File: config.mk
export PLATFORM = sky130hd
export DESIGN_NAME = grant_collector
export DESIGN_NICKNAME = d
export VERILOG_FILES = /design/src/rtl/grant_collector.sv
export SDC_FILE = /design/constraint.sdc
export NUM_CORES = 1
export LEC_CHECK = 0
export CORE_ASPECT_RATIO = 1.75
export CORE_MARGIN = 2
export CORE_UTILIZATION = 47
export CTS_BUF_LIST = sky130_fd_sc_hd__clkbuf_8
export DETAILED_ROUTE_END_ITERATION = 12
export GPL_ROUTABILITY_DRIVEN = 0
export GPL_TIMING_DRIVEN = 0
export PLACE_DENSITY = 0.87
export SETUP_SLACK_MARGIN = 0.4
export SYNTH_ARGS = -nofsm -noshare
export SYNTH_HDL_FRONTEND = slang
export SYNTH_SLANG_ARGS = --single-unit
File: constraint.sdc
create_clock -name clk -period 2.2 [get_ports clk]
set_input_delay 0.33 -clock clk [delete_from_list [all_inputs] [get_ports clk]]
set_output_delay 0.33 -clock clk [all_outputs]
set_load 0.1 [all_outputs]
File: src/rtl/grant_collector.sv
// Captures the single granted requester's data word, tags it with a source ID,
// and buffers it in a first-word-fall-through FIFO with drop and multi-grant fault tracking.
module grant_collector #(
  parameter int DATA_W = 8,
  parameter int DEPTH  = 4
) (
  input  logic                     clk,
  input  logic                     rst,
  input  logic                     gnt_a,
  input  logic                     gnt_b,
  input  logic                     gnt_c,
  input  logic [DATA_W-1:0]        data_a,
  input  logic [DATA_W-1:0]        data_b,
  input  logic [DATA_W-1:0]        data_c,
  output logic                     out_valid,
  input  logic                     out_ready,
  output logic [DATA_W-1:0]        out_data,
  output logic [1:0]               out_src,
  output logic [$clog2(DEPTH):0]   level,
  output logic                     full,
  output logic [7:0]               drop_cnt,
  output logic                     err_multi
);

  localparam int AW = $clog2(DEPTH);
  localparam int PW = AW + 1;

  typedef struct packed {
    logic [1:0]        src;
    logic [DATA_W-1:0] data;
  } entry_t;

  entry_t        mem [DEPTH];
  logic [PW-1:0] wr_ptr, rd_ptr;
  logic [1:0]    gnt_cnt;
  logic          push_req, multi, empty, pop, push, drop;
  entry_t        sel;

  assign gnt_cnt  = {1'b0, gnt_a} + {1'b0, gnt_b} + {1'b0, gnt_c};
  assign push_req = (gnt_cnt == 2'd1);
  assign multi    = gnt_cnt[1];

  always_comb begin
    sel = '0;
    if (gnt_a) begin
      sel.src  = 2'd1;
      sel.data = data_a;
    end else if (gnt_b) begin
      sel.src  = 2'd2;
      sel.data = data_b;
    end else if (gnt_c) begin
      sel.src  = 2'd3;
      sel.data = data_c;
    end
  end

  // Pointers carry one extra wrap bit so full and empty are distinguishable.
  assign empty = (wr_ptr == rd_ptr);
  assign full  = (wr_ptr[AW] != rd_ptr[AW]) && (wr_ptr[AW-1:0] == rd_ptr[AW-1:0]);
  assign level = wr_ptr - rd_ptr;

  assign pop  = !empty && out_ready;
  assign push = push_req && (!full || pop);
  assign drop = push_req && full && !pop;

  assign out_valid = !empty;
  assign out_data  = empty ? '0 : mem[rd_ptr[AW-1:0]].data;
  assign out_src   = empty ? '0 : mem[rd_ptr[AW-1:0]].src;

  // NOTE: storage has no reset; only the pointers define which entries are live.
  always_ff @(posedge clk) begin
    if (push) mem[wr_ptr[AW-1:0]] <= sel;
  end

  // NOTE: all sequential state uses non-blocking assignments so every register
  // samples pre-edge values regardless of block evaluation order.
  always_ff @(posedge clk or negedge rst) begin
    if (!rst) begin
      wr_ptr    <= '0;
      rd_ptr    <= '0;
      drop_cnt  <= '0;
      err_multi <= 1'b0;
    end else begin
      if (push) wr_ptr <= wr_ptr + 1'b1;
      if (pop)  rd_ptr <= rd_ptr + 1'b1;
      if (drop && drop_cnt != 8'hFF) drop_cnt <= drop_cnt + 8'd1;
      if (multi) err_multi <= 1'b1;
    end
  end

endmodule
==> summary.txt, run 1 <==
flow finished, numbers: outcome=completed, Logic cell area=1161 µm², fin crit share=0.9553, Slowest-stage cell, CP=fa_2, final worst slack=0.09834 ns, Antenna Cells=0, final instance area=3841 µm², Top Metal Used=met4, Root Driver=clkbuf_8, ys cells=178, # setup viols final=0, setup TNS=0 ns, Post-CTS Setup Bufs=12, met1 Usage GRT=0.2463, wire length per cell=19.68 µm, Synth flops=~55, tool warnings=33, pre-CTS setup slack=-0.6480 ns, number of global-route vias before repair=1817, yosys aoi share=0.05724, CP Capture Point=level[1], GR met2 Demand/Resource=0.3687, r2r setup slk=0.29 ns, syn avg cell area=14.37 µm², min cycle time layout=approximately 2.1 ns, Max Cap Violations=0, Sink Count=around 55, core outline area=5255 µm², depth of the worst register-to-register path=7, Antenna Violating Nets Remaining=0, inverter count=9, Levels on crit path=4, CP top delay family=adder cells, worst-margin pin slew=0.7245 ns, register cell area after layout=about 1600 µm², cell chain of the critical path=ha_4 -> fa_2 -> clkinvlp_4 -> buf_12, Post-synth ARST share=0.2727, ClkCell Share=0.02085, Total Nets Final=304, port bufs=52, number of enable flip-flop cells=around 40, CP Capture Type=primary output, most used flip-flop cell after synthesis=edfxtp_1, H-Tree Depth=2, placed cell count=285, Mapped Nets=218, buffer and inverter count on the worst path=2, slew margin rel.=0.5155, vias=1776, FF-to-FF Start=rd_ptr[1], Setup CP Type=flip-flop to primary output, Die Wd=59.76 µm, IO Count=roughly 54, synthesis area per yosys=2557 µm², max-slew violations=0, Unique cell types=29, initial antenna violation count=0, vias per cell=between 5 and 6, worst-path fanout max=4, Die Height=between 100 and 150 µm, Placed Area=3368 µm², final core utilization=0.7310, drt first pass iters=4, achievable frequency=0.4758 GHz, Starting DRT DRC Count=83, unrepaired setup endpoints after global routing=yes, Mapped Area=about 2600 µm², tap cells=55, dpl hpwl=3.787 mm, Final Hold Viols=0, gr ovfl total=0, count of filler cells inserted in the layout=between 300 and 400, most frequent cells in the layout=edfxtp_1 (40), clkdlybuf4s50_1 (26), and2_4 (18), post-cts resize count=around 170
**Run 1: selected gate families**

Bar = 20 µm.
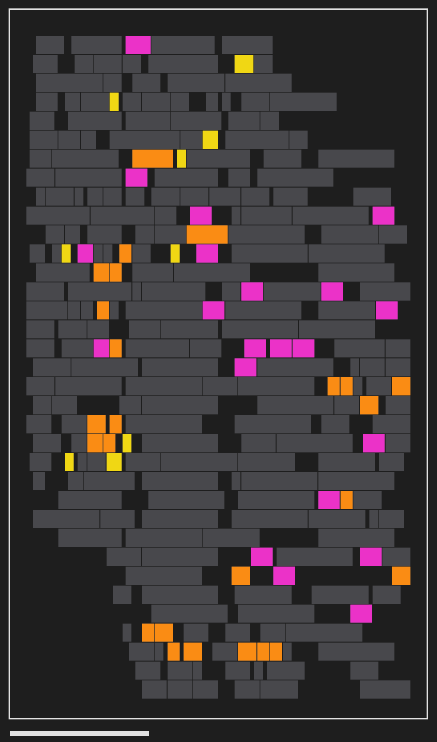
| colour | family | cells |
|---|---|---|
| magenta | AND and OR gates | 21 |
| yellow | inverters | 9 |
| orange | inverting AOI/OAI gates | 25 |
Commonest Layout Cell: edfxtp_1
multi-input combinational area share: 0.3023
Final Non-Filler Cells: 320

**Run 1: clock routing**

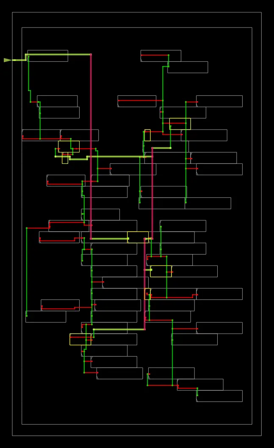
# clk buffers: 5
cts bufs inserted: 5
clock skew: 0.008699 ns

**Run 1: routed clock nets over the placement**

Bar = 20 µm.
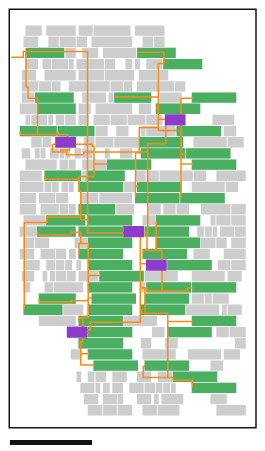
[green] flip-flops | count: 55
[orange] clock wires | length: 572 µm
[purple] cells driving clock nets | count: 5
routed clock nets: 6
Latency at later pin: 0.31 ns

==> run 2, diff against run 1 <==
--- a/config.mk
+++ b/config.mk
@@ -7,12 +7,12 @@
 export LEC_CHECK = 0
 export CORE_ASPECT_RATIO = 1.75
 export CORE_MARGIN = 2
-export CORE_UTILIZATION = 47
+export CORE_UTILIZATION = 25
 export CTS_BUF_LIST = sky130_fd_sc_hd__clkbuf_8
 export DETAILED_ROUTE_END_ITERATION = 12
 export GPL_ROUTABILITY_DRIVEN = 0
 export GPL_TIMING_DRIVEN = 0
-export PLACE_DENSITY = 0.87
+export PLACE_DENSITY = 0.57
 export SETUP_SLACK_MARGIN = 0.4
 export SYNTH_ARGS = -nofsm -noshare
 export SYNTH_HDL_FRONTEND = slang
**Run 2: selected gate families**

Bar = 20 µm.
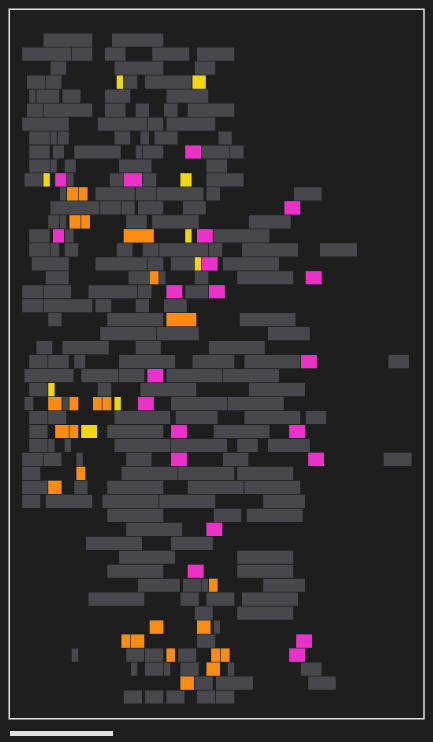
| colour | family | cells |
|---|---|---|
| magenta | AND and OR gates | 21 |
| yellow | inverters | 9 |
| orange | inverting AOI/OAI gates | 25 |
multi-input combinational area share: 0.2892
Final Non-Filler Cells: 387

==> summary.txt, run 2 <==
flow finished, numbers: tap cells=125, gr ovfl total=0, Total Nets Final=301, wire length per cell=16.29 µm, Signal buffers=77, CP Capture Point=out_data[4], Die Wd=80.46 µm, Synth top area share=0.4697, Logic cell area=1130 µm², worst-path fanout max=10, slew margin rel.=0.5227, synthesis area per yosys=2557 µm², Placed Area=around 3500 µm², # setup viols final=0, Slowest-stage cell, CP=mux4_2, Synth Area in Adders=0.05479, top cell type by total area after synthesis=edfxtp_1, Sink Count=55, FF-to-FF Start=rd_ptr[0], M1 wire length=2.170 mm, Root Driver=clkbuf_8, achievable frequency=0.4704 GHz, met1 Usage GRT=0.1209, Post-CTS Setup Bufs=10, GR met2 Demand/Resource=0.2356, Setup CP Type=flip-flop to primary output, Syn-to-layout area delta=52.74%, max-slew violations=0, vias per cell=4.475, r2r setup slk=0.30 ns, # clk buffers=5, post-cts resize count=159, CP max stage delay=0.52 ns, Seq cells=55, first-pass GRT wire length=9.798 mm, largest net degree at the start of global routing=20, yosys aoi share=0.05724, cts bufs inserted=5, Top Metal Used=met4, dpl hpwl=4.294 mm, Mapped Area=around 2600 µm², count of filler cells inserted in the layout=936, outcome=completed, setup TNS=0 ns, CP Capture Type=primary output, Die Height=137.8 µm, register cell area after layout=1590 µm², inverter count=9, H-Tree Depth=2, met3 Usage GRT=0.02163, tool warnings=33, Non-clock buffer share=0.2217, final instance area=slightly below 4000 µm², number of logic gates=113, most used flip-flop cell after synthesis=edfxtp_1, Antenna Cells=0, Mapped Nets=between 200 and 250, most frequent cells in the layout=edfxtp_1 (40), clkdlybuf4s50_1 (26), and2_4 (18), Unique cell types=29, port bufs=52, CTS max path bufs=2, initial antenna violation count=0, CP top delay family=multiplexers, syn avg cell area=14.37 µm², WHS=0.4328 ns, Levels on crit path=4, gr busiest metal=met2, final worst slack=0.07417 ns, number of enable flip-flop cells=approximately 40, Max Cap Violations=0, pre-CTS setup slack=-0.7402 ns, ys cells=178, depth of the worst register-to-register path=5, clock skew=0.006703 ns, register area share after synthesis=0.6164, min cycle time layout=2.126 ns, placed cell count=355, drt first pass iters=4, Post-synth ARST share=0.2727, Synth flops=55, ClkCell Share=0.03043, Commonest Layout Cell=edfxtp_1, vias=1732, IO Count=54, worst min-delay path class=primary input to async pin, worst-margin pin slew=0.7137 ns, number of global-route vias before repair=1806, CTS Hold Buffers Added=0, fin crit share=0.9663, Starting DRT DRC Count=35, Final Hold Viols=0, Antenna Violating Nets Remaining=0, cell chain of the critical path=buf_12 -> mux4_2 -> and2_4 -> buf_6, unrepaired setup endpoints after global routing=yes, final core utilization=0.3942, core outline area=slightly below 10000 µm², CP Launch Point=rd_ptr[0], Worst R2R End=drop_cnt[1], Latency at later pin=0.32 ns, buffer and inverter count on the worst path=2, Synth top cell by count=edfxtp_1
